run_1/layers.png
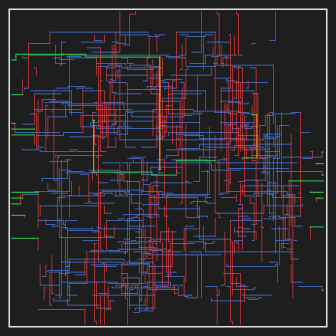
run_1/m2.png
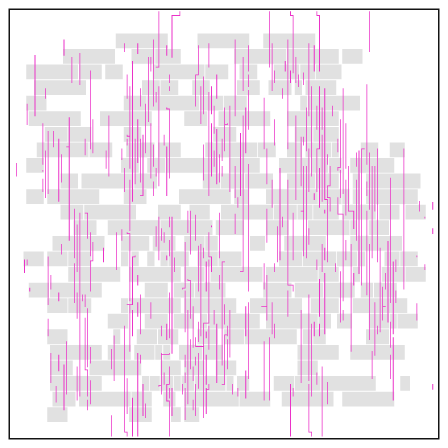
run_1/congestion_map.png
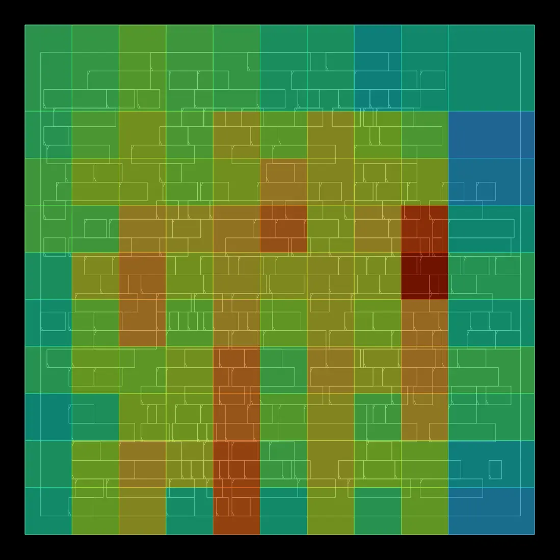
## src/rtl/spi_slave.sv

```systemverilog
// SPI responder core: oversamples sck/ss_n/mosi in the clk domain and shifts words per CPOL/CPHA/LSBFE,
// with a one-entry TX holding register and an RX strobe as the host handshake.
module spi_slave #(
    parameter int                   DATA_BITS   = 8,
    parameter int                   SYNC_STAGES = 2,
    parameter logic [DATA_BITS-1:0] FILL_WORD   = 8'hFF
) (
    input  logic                 clk,
    input  logic                 rst_n,
    input  logic                 cpol,
    input  logic                 cpha,
    input  logic                 lsbfe,
    input  logic                 sck,
    input  logic                 ss_n,
    input  logic                 mosi,
    output logic                 miso,
    output logic                 miso_oe,
    input  logic [DATA_BITS-1:0] tx_data,
    input  logic                 tx_valid,
    output logic                 tx_ready,
    output logic [DATA_BITS-1:0] rx_data,
    output logic                 rx_valid,
    output logic                 tx_underrun,
    output logic                 frame_err,
    output logic                 busy
);
    localparam int CNT_W = $clog2(DATA_BITS);

    typedef enum logic {IDLE, ACTIVE} state_t;
    state_t state, state_nx;

    logic [SYNC_STAGES-1:0] sck_sync, ss_sync, mosi_sync;
    logic                   sck_d, ss_d;
    logic                   sck_q, ss_q, mosi_q;
    logic                   cpol_l, cpha_l, lsbfe_l;
    logic [CNT_W-1:0]       bit_cnt;
    logic [DATA_BITS-1:0]   tx_sr, rx_sr, rx_word_nx, hold_data;
    logic                   hold_full;
    logic                   ss_fall, ss_rise, sck_edge, lead, trail;
    logic                   start, sample_edge, shift_edge, load, shift_out, word_done, capture;

    always_ff @(posedge clk or negedge rst_n) begin
        if (!rst_n) begin
            sck_sync  <= '0;
            ss_sync   <= '1;
            mosi_sync <= '0;
            sck_d     <= 1'b0;
            ss_d      <= 1'b1;
        end else begin
            sck_sync  <= {sck_sync[SYNC_STAGES-2:0], sck};
            ss_sync   <= {ss_sync[SYNC_STAGES-2:0], ss_n};
            mosi_sync <= {mosi_sync[SYNC_STAGES-2:0], mosi};
            sck_d     <= sck_q;
            ss_d      <= ss_q;
        end
    end

    assign sck_q  = sck_sync[SYNC_STAGES-1];
    assign ss_q   = ss_sync[SYNC_STAGES-1];
    assign mosi_q = mosi_sync[SYNC_STAGES-1];

    // Leading edge moves sck away from the latched idle level; ss_n rising outranks any sck edge.
    assign ss_fall     = ss_d & ~ss_q;
    assign ss_rise     = ~ss_d & ss_q;
    assign sck_edge    = sck_q ^ sck_d;
    assign lead        = sck_edge & (sck_q ^ cpol_l);
    assign trail       = sck_edge & ~(sck_q ^ cpol_l);
    assign start       = (state == IDLE) & ss_fall;
    assign sample_edge = (state == ACTIVE) & ~ss_rise & (cpha_l ? trail : lead);
    assign shift_edge  = (state == ACTIVE) & ~ss_rise & (cpha_l ? lead : trail);
    assign load        = (start & ~cpha) | (shift_edge & (bit_cnt == '0));
    assign shift_out   = shift_edge & (bit_cnt != '0);
    assign word_done   = sample_edge & (bit_cnt == CNT_W'(DATA_BITS - 1));
    assign capture     = tx_valid & ~hold_full;
    assign rx_word_nx  = lsbfe_l ? {mosi_q, rx_sr[DATA_BITS-1:1]}
                                 : {rx_sr[DATA_BITS-2:0], mosi_q};
    assign tx_ready    = ~hold_full;

    always_ff @(posedge clk or negedge rst_n) begin
        if (!rst_n) state <= IDLE;
        else        state <= state_nx;
    end

    always_comb begin
        state_nx = state;
        unique case (state)
            IDLE:   if (ss_fall) state_nx = ACTIVE;
            ACTIVE: if (ss_rise) state_nx = IDLE;
            default: state_nx = IDLE;
        endcase
    end

    always_comb begin
        miso_oe = 1'b0;
        miso    = 1'b0;
        if (state == ACTIVE) begin
            miso_oe = 1'b1;
            miso    = lsbfe_l ? tx_sr[0] : tx_sr[DATA_BITS-1];
        end
        busy = ~ss_q;
    end

    always_ff @(posedge clk or negedge rst_n) begin
        if (!rst_n) begin
            cpol_l    <= 1'b0;
            cpha_l    <= 1'b0;
            lsbfe_l   <= 1'b0;
            bit_cnt   <= '0;
            rx_sr     <= '0;
            rx_data   <= '0;
            rx_valid  <= 1'b0;
            frame_err <= 1'b0;
        end else begin
            rx_valid  <= 1'b0;
            frame_err <= 1'b0;
            if (start) begin
                cpol_l  <= cpol;
                cpha_l  <= cpha;
                lsbfe_l <= lsbfe;
                bit_cnt <= '0;
                rx_sr   <= '0;
            end else if ((state == ACTIVE) && ss_rise) begin
                frame_err <= (bit_cnt != '0);
                bit_cnt   <= '0;
                rx_sr     <= '0;
            end else if (sample_edge) begin
                rx_sr   <= rx_word_nx;
                bit_cnt <= word_done ? '0 : bit_cnt + CNT_W'(1);
                if (word_done) begin
                    rx_data  <= rx_word_nx;
                    rx_valid <= 1'b1;
                end
            end
        end
    end

    // A same-cycle capture and LOAD: the LOAD sees the old (empty) state, the new word still lands.
    always_ff @(posedge clk or negedge rst_n) begin
        if (!rst_n) begin
            tx_sr       <= '0;
            tx_underrun <= 1'b0;
            hold_full   <= 1'b0;
            hold_data   <= '0;
        end else begin
            tx_underrun <= 1'b0;
            if (load) begin
                tx_sr       <= hold_full ? hold_data : FILL_WORD;
                tx_underrun <= ~hold_full;
            end else if (shift_out) begin
                tx_sr <= lsbfe_l ? (tx_sr >> 1) : (tx_sr << 1);
            end
            if (capture) begin
                hold_full <= 1'b1;
                hold_data <= tx_data;
            end else if (load) begin
                hold_full <= 1'b0;
            end
        end
    end
endmodule
```

## config.mk

```make
export PLATFORM = sky130hd
export DESIGN_NAME = spi_slave
export DESIGN_NICKNAME = d
export VERILOG_FILES = /design/src/rtl/spi_slave.sv
export SDC_FILE = /design/constraint.sdc
export NUM_CORES = 1
export LEC_CHECK = 0
export CAP_MARGIN = 20
export CORE_MARGIN = 2
export CORE_UTILIZATION = 45
export CTS_BUF_LIST = sky130_fd_sc_hd__clkbuf_8 sky130_fd_sc_hd__clkbuf_16
export DETAILED_ROUTE_END_ITERATION = 12
export GPL_TIMING_DRIVEN = 0
export PLACE_DENSITY = 0.66
export SETUP_SLACK_MARGIN = 0.4
export SYNTH_ARGS = -nofsm -noshare
export SYNTH_HDL_FRONTEND = slang
export SYNTH_SLANG_ARGS = --single-unit
```

## constraint.sdc

```tcl
create_clock -name clk -period 2 [get_ports clk]
set_input_delay 0.4 -clock clk [delete_from_list [all_inputs] [get_ports clk]]
set_output_delay 0.4 -clock clk [all_outputs]
set_load 0.01 [all_outputs]
```

==> job_summary.md, run 1 <==
### Metrics collected by this job

| Metric | Value |
|---|---|
| Status | `completed` |
| Post-route setup slack | `0.147 ns` |
| Fin crit share | `0.926` |
| R2R Path Start | `ss_d` |
| Biggest fanout along the worst timing path | `5` |
| Type of the tightest min-delay check | `primary input to async pin` |
| Accumulated negative setup slack | `0 ns` |
| Final antenna-violating net count | `0` |
| Flip-flop and latch count after synthesis | `51` |
| Number of port buffers | `31` |
| YS chip area | `2250 sq um` |
| Number of antenna violations at the first check in global routing | `0` |
| Share of post-route cells with drive strength above 1 | `0.377` |
| Critical Path Most Common Cell | `buf_6` |
| Worst hold margin | `0.0556 ns` |
| Top metal layer carrying routed signals | `met4` |
| Slowest cell on crit path | `dfstp_2` |
| Clock network latency to the later pin of the worst-skew pair | `0.30 ns` |
| Critical Path AT | `2.04 ns` |
| DP Wirelength | `2970 microns` |
| Peak supply drop | `0.601 mV` |
| Synthesis-to-layout area growth | `31.3%` |
| Fp_density | `0.471` |
| Worst slew slack as a fraction of its limit | `0.677` |
| Wire length on met3 | `123 microns` |
| Final Hold Violating Endpoints | `0` |
| Post-cts hold-fix buffer tally | `0` |
| Number of synthesized flops with an enable pin | `0` |
| First-pass iteration count of the detailed router | `4` |
| Ys async rst share | `1.00` |
| Detailed-route vias per instance | `5.06` |
| Worst stage delay on the critical path | `0.53 ns` |
| Dominant Register Cell | `dfrtp_1` |
| Chip Height | `74.7 microns` |
| # DRC | `0` |
| Yosys cell count | `164` |
| Fraction of the mapped netlist area in compound gates | `0.0578` |
About layers.png:
legend:
  M1:
    color: blue
    wire_length: 2010 microns
  M4:
    color: orange
    wire_length: 49.0 microns
  M3:
    color: green
    wire_length: 124 microns
  M2:
    color: red
    wire_length: 2180 microns

About m2.png:
wire length on this layer: 2180 microns
nets with wire on the layer: 209
main direction: vertical
final wirelength: 4370 microns
via total after detailed routing: 1428
met2 capacity usage during global routing: 0.268

About congestion_map.png:
share of the core filled with cells: 0.618
global-route track usage on met3: 0.0428
Total GRT Usage: 0.175
mean routed wirelength per cell: 15.5 microns

-- run 1: per-layer routing --
metal / up-vias / GRT usage
li1: 676 / -
met1: 721 / 0.241
met2: 25 / 0.268
met3: 6 / 0.0428
met4: 0 / 0.0675
met5: - / 0
-- run 1: metrics by stage --
step                 util  cells  cell area, sq um
global route        0.618    282              2960
floorplan               -    164              2270
CTS                 0.603    280              2880
global placement    0.558    262              2670
finish              0.618    282              2960
detailed placement  0.561    263              2680
-- run 1: cell type report --
type | count | area, sq um | area share
flip-flops and latches | 51 | 1280 | 0.434
multi-input cells | 101 | 983 | 0.332
repair buffers | 43 | 430 | 0.146
well taps | 67 | 83.8 | 0.0283
clock buffers | 5 | 68.8 | 0.0233
plain buffers | 6 | 67.6 | 0.0228
inverters | 6 | 25.0 | 0.00846
clock inverters | 3 | 16.3 | 0.00550
-- run 1: repair_timing --
action | CTS | global route
pin swaps | 6 | 2
resized | 25 | 21
setup buffers | 8 | 1
endpoints found under the setup margin | 38 | 44
cloned | 1 | 1
-- run 1: power breakdown --
group          internal (mW)  total (mW)  switching [mW]
Sequential              1.26        1.44           0.174
Clock                  0.240       0.568           0.328
Combinational          0.726        1.24           0.512
Total                   2.23        3.24            1.01
-- run 1: sequential cells by signal (all words and copies together) (netlist names) --
name / flops
rx_sr: 8
tx_sr: 8
tx_underrun: 1
sck_sync: 2
cpha_l: 1
bit_cnt: 3
mosi_sync: 2
ss_d: 1
rx_valid: 1
rx_data: 8
sck_d: 1
frame_err: 1
lsbfe_l: 1
cpol_l: 1
hold_data: 8
ss_sync: 2
state: 1
hold_full: 1
-- run 1: critical path: cells and delay by family (launching register included) --
kind	cells	cell delay, ns
AOI/OAI and AO/OA	1	0.20
buffers and inverters	2	0.27
DFF	1	0.53
muxes	2	0.38
and+or+nand+nor	1	0.37
run_1/m3.png
The bar under the picture is 20 microns long.
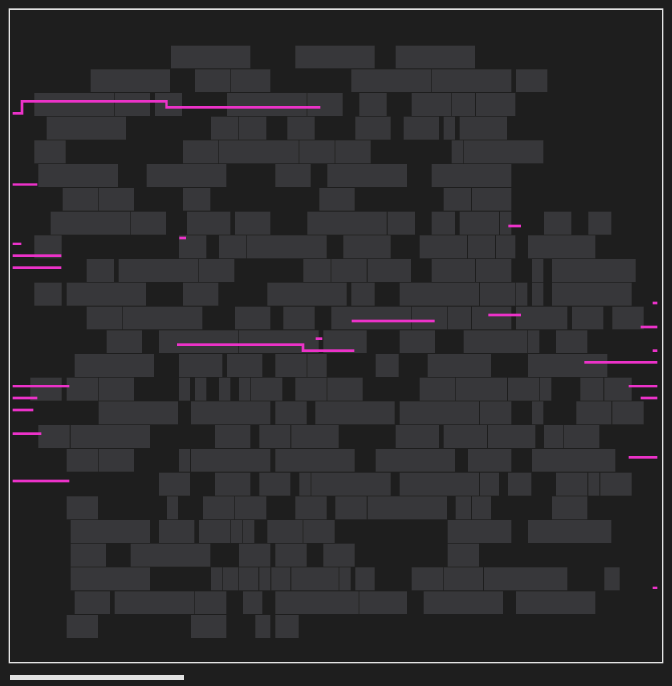

## Run 2: what changed since run 1
--- a/config.mk
+++ b/config.mk
@@ -7,11 +7,11 @@
 export LEC_CHECK = 0
 export CAP_MARGIN = 20
 export CORE_MARGIN = 2
-export CORE_UTILIZATION = 45
+export CORE_UTILIZATION = 41
 export CTS_BUF_LIST = sky130_fd_sc_hd__clkbuf_8 sky130_fd_sc_hd__clkbuf_16
 export DETAILED_ROUTE_END_ITERATION = 12
 export GPL_TIMING_DRIVEN = 0
-export PLACE_DENSITY = 0.66
+export PLACE_DENSITY = 0.61
 export SETUP_SLACK_MARGIN = 0.4
 export SYNTH_ARGS = -nofsm -noshare
 export SYNTH_HDL_FRONTEND = slang
==> constraint.sdc (replaced) <==
create_clock -name clk -period 2.4 [get_ports clk]
set_input_delay 0.48 -clock clk [delete_from_list [all_inputs] [get_ports clk]]
set_output_delay 0.48 -clock clk [all_outputs]
set_load 0.01 [all_outputs]
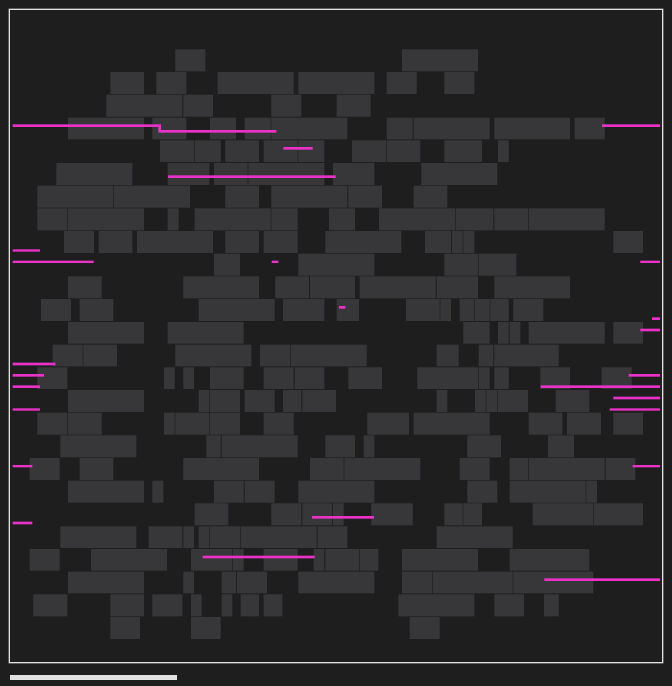
run_2/m3.png
The bar under the picture is 20 microns long.
nets with wire on the layer: 21
main direction: horizontal
share of all routed wire: 4.1%
wire length on this layer: 163 microns
longest straight run: 19.8 microns

==> run 2 against run 1 <==
Net effect: die area is 9.2% higher; via count is 3.9% lower; cell count is 2.5% lower; global-route usage is 2.6 points lower; combinational power is about 30% lower; critical path type is now register to output port; largest power group unchanged; highest routed layer unchanged.
==> job_summary.md, run 2 <==
### Metrics collected by this job

| Metric | Value |
|---|---|
| Part of the power in registers | `0.473 (+0.030)` |
| Sum of buffers and inverters on the critical path | `3 (+1)` |
| Critical path's top delay family | `buffers and inverters` |
| Number of port buffers | `31 (unchanged)` |
| Final antenna-violating net count | `0 (unchanged)` |
| Slack of the worst reg-to-reg path | `0.53 ns` |
| Via total after detailed routing | `1373 (-3.9%)` |
| Post-route setup slack | `0.487 ns (+0.340 ns)` |
| R2R Path Start | `ss_d` |
| Cell Area, Synth | `2250 sq um` |
| # DRC | `0 (unchanged)` |
| Fraction of the mapped netlist area in compound gates | `0.0578 (unchanged)` |
| Slowest cell on crit path | `dfrtp_1` |
| Final Hold Violating Endpoints | `0 (unchanged)` |
| Worst stage delay on the critical path | `0.38 ns (-0.15 ns)` |
| Yosys cell count | `164 (unchanged)` |
| DP Wirelength | `2920 microns (-1.5%)` |
| Type of the tightest min-delay check | `primary input to async pin` |
| Synthesis-to-layout area growth | `23.8%` |
| Worst slew slack as a fraction of its limit | `0.569 (-0.108)` |
| Switching Share | `0.313 (+0.000421)` |
| Depth of the critical timing path with buffers and inverters included | `5 (-1)` |
| Critical Path AT | `1.43 ns (-0.61 ns)` |
| Clock network fraction of design power | `0.184 (+0.009)` |
| Number of synthesized flops with an enable pin | `0 (unchanged)` |
| Worst setup path end | `miso` |
| Accumulated negative setup slack | `0 ns (unchanged)` |
| Fp_density | `0.433 (-0.0379)` |
| Most used standard cell by instance count after synthesis | `dfrtp_1` |
| Dominant Register Cell | `dfrtp_1` |
| Status | `completed` |
| RSZ-0062 raised after global routing | `no` |
| Detailed-route vias per instance | `4.99 (-1.4%)` |
| Total combinational power | `0.866 mW (-30%)` |
| Share of post-route cells with drive strength above 1 | `0.288 (-0.0889)` |
| Number of antenna violations at the first check in global routing | `0 (unchanged)` |
| Number of distinct library cells after synthesis | `24` |
| Biggest fanout along the worst timing path | `9 (+4)` |
| Fin crit share | `0.797` |
| Clock network power | `0.465 mW (-18%)` |
| Clock network latency to the later pin of the worst-skew pair | `0.30 ns (about the same)` |
| Top power consumer group | `sequential cells` |
| Power Sequential | `1.20 mW (-17%)` |
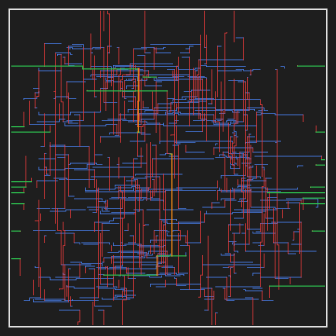
run_2/layers.png
Total GRT Usage: 0.149
final wirelength: 4010 microns
mean routed wirelength per cell: 14.6 microns

## run 2: repair_timing
action	in CTS	in global routing
hold buffers	0	0
cloned	0	0
gates resized	7	4
endpoints found under the setup margin	1	3
pin swaps	0	0
buffers inserted	1	0
## run 2: worst min-delay path by stage
stage | depth (start not counted) | startpoint | to
after detailed placement | 0 | sck_sync[0] | sck_sync[1]
after global placement | 0 | mosi_sync[0] | mosi_sync[1]
after global routing | 1 | rst_n | sck_d
after CTS | 1 | rst_n | sck_d
after floorplan | 0 | rst_n | bit_cnt[0]
final | 1 | rst_n | sck_d
## run 2: routing by layer
layer / up-vias / part of all wire / GRT usage
met5: - / 0 / 0
met4: 0 / 0.011 / 0.0526
met3: 6 / 0.041 / 0.0379
met2: 26 / 0.48 / 0.241
met1: 687 / 0.47 / 0.196
li1: 654 / - / -
## run 2: worst register-to-register path, delay by kind of cell (launching register included)
kind                   cells  cell delay [ns]
muxes                      2             0.40
DFF                        1             0.54
and+or+nand+nor            1             0.35
buffers and inverters      2             0.30
AOI/OAI and AO/OA          1             0.18
## run 2: area by class of cell
cell class                 instances  area (sq um)
sequential                        51          1280
inverter                           6          25.0
clock inverter                     3          12.5
fill                             458          2420
buffer                             6          60.1
tap                               70          87.6
multi-input combinational        101           921
timing repair buffer              33           333
clock buffer                       5          68.8
## run 2: metrics by stage
| stage | std cells | utilization | hold WS (ns) | area (sq um) |
|---|---|---|---|---|
| CTS | 275 | 0.533 | 0.194 | 2770 |
| global route | 275 | 0.536 | 0.215 | 2790 |
| finish | 275 | 0.536 | 0.176 | 2790 |
| floorplan | 164 | - | 0.184 | 2250 |
| global placement | 265 | 0.509 | 0.333 | 2650 |
| detailed placement | 266 | 0.512 | 0.343 | 2670 |
No activity file was given, so power comes from the tool's default toggle rates.
